Close-up of the layout:
Window x 0 to 50, y 34 to 84 um. Cells in grey, sequential cells in the stronger grey; small squares are vias.
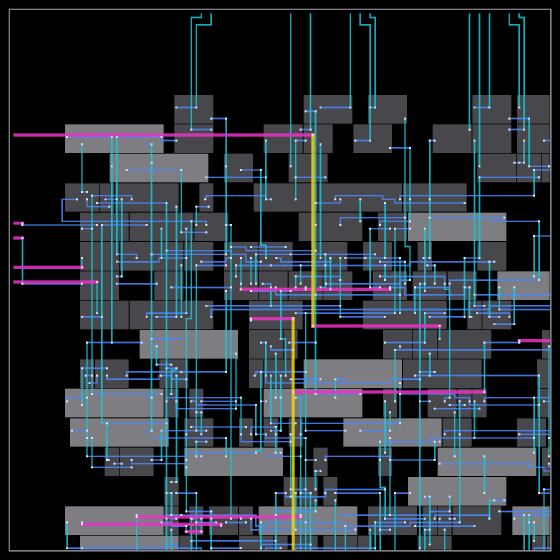
Selected gate families:
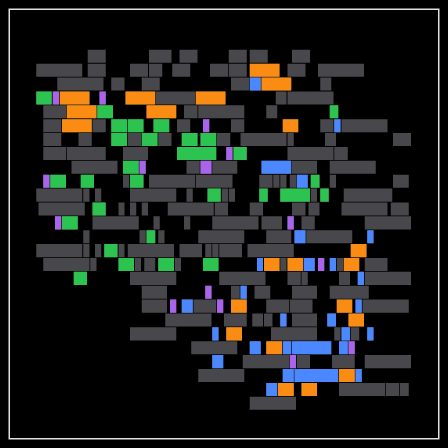
Supply network:
Pins as bars on the die edge.
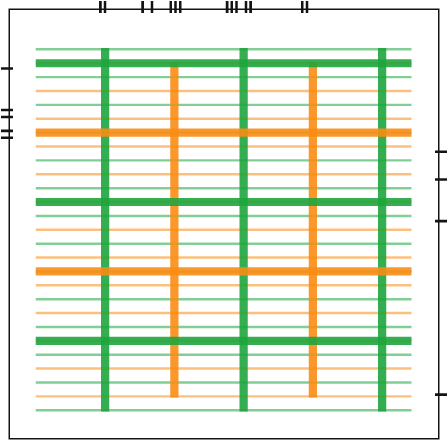
Where the registers sit:
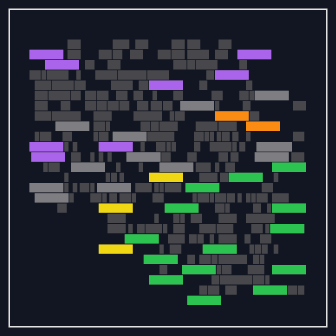
===== src/rtl/dev_cmd_tx_pkg.sv =====
// Shared types and constants for the device command-frame UART transmitter.
// Latency: n/a (declarations only).
// Backpressure: n/a.
package dev_cmd_tx_pkg;

    typedef enum logic [1:0] {
        IDLE  = 2'd0,
        START = 2'd1,
        DATA  = 2'd2,
        STOP  = 2'd3
    } tx_state_t;

    // Every command byte the simulator accepts carries this header in bits [7:6].
    localparam logic [1:0] CMD_HDR = 2'b10;

    // 100 MHz / 9600 baud.
    localparam int DEF_CLKS_PER_BIT = 10417;

    function automatic logic hdr_ok(input logic [7:0] c);
        return c[7:6] == CMD_HDR;
    endfunction

endpackage


===== src/rtl/dev_cmd_tx_if.sv =====
// Command-in / UART-out bundle between the device top level and the transmitter.
// Latency: n/a (wires only).
// Backpressure: none on this bundle; enable gates new frames only.
interface dev_cmd_tx_if;
    logic [7:0] cmd;
    logic       enable;
    logic       txd;
    logic       busy;
    logic       frame_done;
    logic       hdr_err;
    logic [7:0] last_sent;

    modport master (
        output cmd, enable,
        input  txd, busy, frame_done, hdr_err, last_sent
    );

    modport slave (
        input  cmd, enable,
        output txd, busy, frame_done, hdr_err, last_sent
    );
endinterface


===== src/rtl/dev_cmd_tx_baud_tick.sv =====
// Modulo-CLKS_PER_BIT bit-period counter with synchronous restart.
// Latency: tick high in the last cycle of each bit period; pre_tick one cycle earlier.
// Backpressure: none; free-runs unless restarted.
module baud_tick
    import dev_cmd_tx_pkg::*;
#(
    parameter int CLKS_PER_BIT = DEF_CLKS_PER_BIT
) (
    input  logic sys_clk,
    input  logic rst,
    input  logic restart,
    output logic tick,
    output logic pre_tick
);
    localparam int CW = (CLKS_PER_BIT > 1) ? $clog2(CLKS_PER_BIT) : 1;
    localparam logic [CW-1:0] LAST = CW'(CLKS_PER_BIT - 1);
    localparam logic [CW-1:0] PRE  = CW'(CLKS_PER_BIT - 2);

    logic [CW-1:0] count;

    // Count 0..CLKS_PER_BIT-1 and wrap; restart realigns to a fresh bit period.
    always_ff @(posedge sys_clk or negedge rst) begin
        if (!rst) begin
            count <= '0;
        end else if (restart || count == LAST) begin
            count <= '0;
        end else begin
            count <= count + CW'(1);
        end
    end

    assign tick     = (count == LAST);
    assign pre_tick = (count == PRE);
endmodule


===== src/rtl/dev_cmd_tx.sv =====
// 8N1 UART sender of device command bytes: on change, optional keep-alive resend (DEV_CMD_KEEPALIVE_EN).
// Latency: txd falls on the edge that samples a changed cmd; frame is 10*CLKS_PER_BIT cycles, >=1 idle cycle between frames.
// Backpressure: cmd changes during a frame are coalesced (latest wins); enable=0 blocks new frames only.
module dev_cmd_tx
    import dev_cmd_tx_pkg::*;
#(
    parameter int CLKS_PER_BIT  = DEF_CLKS_PER_BIT,
    parameter int KEEPALIVE_CYC = 10_000_000
) (
    input  logic           sys_clk,
    input  logic           rst,
    dev_cmd_tx_if.slave    bus
);
    tx_state_t  state, state_nxt;
    logic [7:0] shift, shift_nxt;
    logic [2:0] bit_idx, bit_idx_nxt;
    logic [7:0] last_sent, last_sent_nxt;
    logic       hdr_err, hdr_err_nxt;
    logic       txd, txd_nxt;
    logic       busy, frame_done;
    logic       restart, frame_start;
    logic       tick, pre_tick;
    logic       ka_expired;

    baud_tick #(.CLKS_PER_BIT(CLKS_PER_BIT)) u_baud (
        .sys_clk  (sys_clk),
        .rst      (rst),
        .restart  (restart),
        .tick     (tick),
        .pre_tick (pre_tick)
    );

`ifdef DEV_CMD_KEEPALIVE_EN
    localparam int KW = $clog2(KEEPALIVE_CYC + 1);
    localparam logic [KW-1:0] KA_LAST = KW'(KEEPALIVE_CYC - 1);
    logic [KW-1:0] ka_cnt;

    // Idle-time counter; saturates so a resend stays pending through a bad-header spell.
    always_ff @(posedge sys_clk or negedge rst) begin
        if (!rst) begin
            ka_cnt <= '0;
        end else if (frame_start || !bus.enable || state != IDLE) begin
            ka_cnt <= '0;
        end else if (ka_cnt != KA_LAST) begin
            ka_cnt <= ka_cnt + KW'(1);
        end
    end

    assign ka_expired = (ka_cnt == KA_LAST);
`else
    logic unused_keepalive;
    assign unused_keepalive = (KEEPALIVE_CYC != 0);
    assign ka_expired       = 1'b0;
`endif

    // Next-state, datapath and registered-output precompute.
    always_comb begin
        state_nxt     = state;
        shift_nxt     = shift;
        bit_idx_nxt   = bit_idx;
        last_sent_nxt = last_sent;
        hdr_err_nxt   = hdr_err;
        restart       = 1'b0;
        frame_start   = 1'b0;
        case (state)
            IDLE: begin
                if (bus.enable) begin
                    if (!hdr_ok(bus.cmd)) begin
                        hdr_err_nxt = 1'b1;
                    end else if (bus.cmd != last_sent) begin
                        shift_nxt     = bus.cmd;
                        last_sent_nxt = bus.cmd;
                        frame_start   = 1'b1;
                    end else if (ka_expired) begin
                        shift_nxt   = last_sent;
                        frame_start = 1'b1;
                    end
                end
                if (frame_start) begin
                    state_nxt   = START;
                    restart     = 1'b1;
                    bit_idx_nxt = 3'd0;
                end
            end
            START: begin
                if (tick) state_nxt = DATA;
            end
            DATA: begin
                if (tick) begin
                    if (bit_idx == 3'd7) begin
                        state_nxt = STOP;
                    end else begin
                        bit_idx_nxt = bit_idx + 3'd1;
                        shift_nxt   = {1'b0, shift[7:1]};
                    end
                end
            end
            STOP: begin
                if (tick) state_nxt = IDLE;
            end
            default: state_nxt = IDLE;
        endcase

        case (state_nxt)
            START:   txd_nxt = 1'b0;
            DATA:    txd_nxt = shift_nxt[0];
            default: txd_nxt = 1'b1;
        endcase
    end

    // State, datapath and output registers; reset forces the line idle at once.
    always_ff @(posedge sys_clk or negedge rst) begin
        if (!rst) begin
            state      <= IDLE;
            shift      <= 8'h00;
            bit_idx    <= 3'd0;
            last_sent  <= 8'h00;
            hdr_err    <= 1'b0;
            txd        <= 1'b1;
            busy       <= 1'b0;
            frame_done <= 1'b0;
        end else begin
            state      <= state_nxt;
            shift      <= shift_nxt;
            bit_idx    <= bit_idx_nxt;
            last_sent  <= last_sent_nxt;
            hdr_err    <= hdr_err_nxt;
            txd        <= txd_nxt;
            busy       <= (state_nxt != IDLE);
            frame_done <= (state == STOP) && pre_tick;
        end
    end

    assign bus.txd        = txd;
    assign bus.busy       = busy;
    assign bus.frame_done = frame_done;
    assign bus.hdr_err    = hdr_err;
    assign bus.last_sent  = last_sent;
endmodule

===== src/flat_wrapper.sv =====
// flat-port wrapper written by rule: the top's interface ports become plain ports
module dev_cmd_tx_flat import dev_cmd_tx_pkg::*;
#(
    parameter int CLKS_PER_BIT  = DEF_CLKS_PER_BIT,
    parameter int KEEPALIVE_CYC = 10_000_000
)
  (sys_clk, rst, bus_cmd, bus_enable, bus_txd, bus_busy, bus_frame_done, bus_hdr_err, bus_last_sent);
  dev_cmd_tx_if bus_i ();
  input  logic sys_clk;
  input  logic rst;
  input wire logic [$bits(bus_i.cmd)-1:0] bus_cmd;
  input wire logic [$bits(bus_i.enable)-1:0] bus_enable;
  output wire logic [$bits(bus_i.txd)-1:0] bus_txd;
  output wire logic [$bits(bus_i.busy)-1:0] bus_busy;
  output wire logic [$bits(bus_i.frame_done)-1:0] bus_frame_done;
  output wire logic [$bits(bus_i.hdr_err)-1:0] bus_hdr_err;
  output wire logic [$bits(bus_i.last_sent)-1:0] bus_last_sent;
  assign bus_i.cmd = bus_cmd;
  assign bus_i.enable = bus_enable;
  assign bus_txd = bus_i.txd;
  assign bus_busy = bus_i.busy;
  assign bus_frame_done = bus_i.frame_done;
  assign bus_hdr_err = bus_i.hdr_err;
  assign bus_last_sent = bus_i.last_sent;
  dev_cmd_tx #(.CLKS_PER_BIT(CLKS_PER_BIT), .KEEPALIVE_CYC(KEEPALIVE_CYC)) u_core (.sys_clk(sys_clk), .rst(rst), .bus(bus_i));
endmodule

===== config.mk =====
export PLATFORM = sky130hd
export DESIGN_NAME = dev_cmd_tx_flat
export DESIGN_NICKNAME = d
export VERILOG_FILES = /design/src/rtl/dev_cmd_tx_pkg.sv /design/src/rtl/dev_cmd_tx_if.sv /design/src/rtl/dev_cmd_tx_baud_tick.sv /design/src/rtl/dev_cmd_tx.sv /design/src/flat_wrapper.sv
export SDC_FILE = /design/constraint.sdc
export NUM_CORES = 1
export LEC_CHECK = 0
export CORE_MARGIN = 5
export CORE_UTILIZATION = 39
export CTS_BUF_LIST = sky130_fd_sc_hd__clkbuf_8 sky130_fd_sc_hd__clkbuf_16
export CTS_CLUSTER_DIAMETER = 30
export DETAILED_ROUTE_END_ITERATION = 7
export SLEW_MARGIN = 25
export SYNTH_ARGS = -nofsm -noshare
export SYNTH_HDL_FRONTEND = slang
export SYNTH_HIERARCHICAL = 1
export SYNTH_SLANG_ARGS = --single-unit

===== constraint.sdc =====
create_clock -name sys_clk -period 1.95 [get_ports sys_clk]
set_input_delay 0.4875 -clock sys_clk [delete_from_list [all_inputs] [get_ports sys_clk]]
set_output_delay 0.4875 -clock sys_clk [all_outputs]
set_load 0.03 [all_outputs]

==> reports/results.ini <==
[run_status]
outcome=finished clean

[clock_network]
insertion_delay_late_pin_ps=290
clock-sinks=39
worst_setup_hold_path_clk_slew_ps=80

[finish]
area_growth_syn_to_layout_pct=25.51
nets=253
comb.multi_input.count=134
combGateArea_um2=1056
final.signal_buffer_count=43
num_antenna_cells=0

[setup_path]
timing_worst_setup_path_type=flop to output port
worst_setup_path_startpoint=u_core/bus.last_sent[4]$_DFFE_PN0P_
r2r_cells=7
critical_path.top_delay_family=buffers and inverters
r2r_setup_slack_ps=140
crit_slowest_cell=sky130_fd_sc_hd__clkdlybuf4s50_1
critical_path.startpoint_type=flop

[global_route]
gr-usage-met3=0.02962
grtUsageTotal=0.1245
grt_util_met1=0.1645

[timing]
timing.fmax_ghz=0.5275
max_slew_margin=0.6663
final_hold_viol_count=0
clock-skew-final_ps=8.635
min_period_ps=1896

[synth]
flip_flop_and_latch_count_after_synthesis=39
mux_area_frac=0
synth.yosys.chip_area_um2=2128
post_synth_inst_count=196
compound_area_frac=0.1158
synth.most_common_cell=sky130_fd_sc_hd__dfrtp_1

[placement]
dp_slack_ps=-324.2

[floorplan]
row_count=26

[pwr]
report.power.total_w=0.001492
p_clk_w=0.000604
power.largest_group=sequential cells
fraction_of_power_consumed_by_combinational_cells=0.053

[min_path]
worst_hold_path_type=input pin to async pin

-- 'close-up of the layout' (at the start) --
[metal 3] magenta
[metal 1] blue
[metal 2] cyan
[metal 4] yellow
sequential cells in the window: 16
cells with their middle in the window: 116
netlist names of flops here include: u_core/shift (8), u_core/bus.last_sent (6)
most frequent: nand2_1 (21), dfrtp_1 (16)

-- 'selected gate families' (at the start) --
[aoi and oai cells] green | cells: 29 | most used: o21ai_2
[xor and xnor cells] orange | cells: 21 | most used: xnor2_1 | where: widely spread
[nor cells] blue | cells: 27 | most used: nor2_1
[inv cells] purple | cells: 15 | most used: inv_1
Cell Count, Final, Fillers Out: 309
top logic cell by instance count in the layout: sky130_fd_sc_hd__dfrtp_1
fraction of standard cell area in multi-input logic: 0.3953

-- 'supply network' (at the start) --
[VSS] green
[VDD] orange
signal pins: 23
met5 straps: 5
met1 rails: 27
Die Height: 83.87 um
core box area: 5205 um^2
die extent in x: 83.87 um
peak supply drop: 255.9 uV

-- 'where the registers sit' (at the start) --
[u_core/u_baud/count] green | sequential cells: 14
[u_core/state] orange | sequential cells: 2
[u_core/bit_idx] yellow | sequential cells: 3
[u_core/bus.last_sent] purple | sequential cells: 8
not coloured: 12
footprint of the flip-flops and latches: 977.2 um^2
Sequential Power: 0.000808 W
share of the core filled with cells: 0.5132
proportion of cell area occupied by registers: 0.3658

-- cell usage in the layout, fill, tap and decap left out, drive strengths merged, types with 2 or more instances in the layout --
cell type and n:
o21ai 14, o211ai 7, dlymetal6s2s 3, inv 16
nand2b 3, nor3 4, nand3 3, nor2b 2
and2 2, and3 2, and4bb 2, buf 22
nor4 2, o2111ai 6, xor2 3, xnor2 18
nor2 17, nand2 31, ha 4, clkdlybuf4s50 17
clkbuf 7, dfrtp 38, nand4 7
-- flip-flops by register name, summed over array words and instances (netlist names) --
signal                 cells
u_core/bus.txd             1
u_core/bus.busy            1
u_core/state               2
u_core/bus.hdr_err         1
u_core/u_baud/count       14
u_core/bus.last_sent       8
u_core/shift               8
u_core/bit_idx             3
u_core/bus.frame_done      1
Power is estimated from default activity; no workload was simulated.
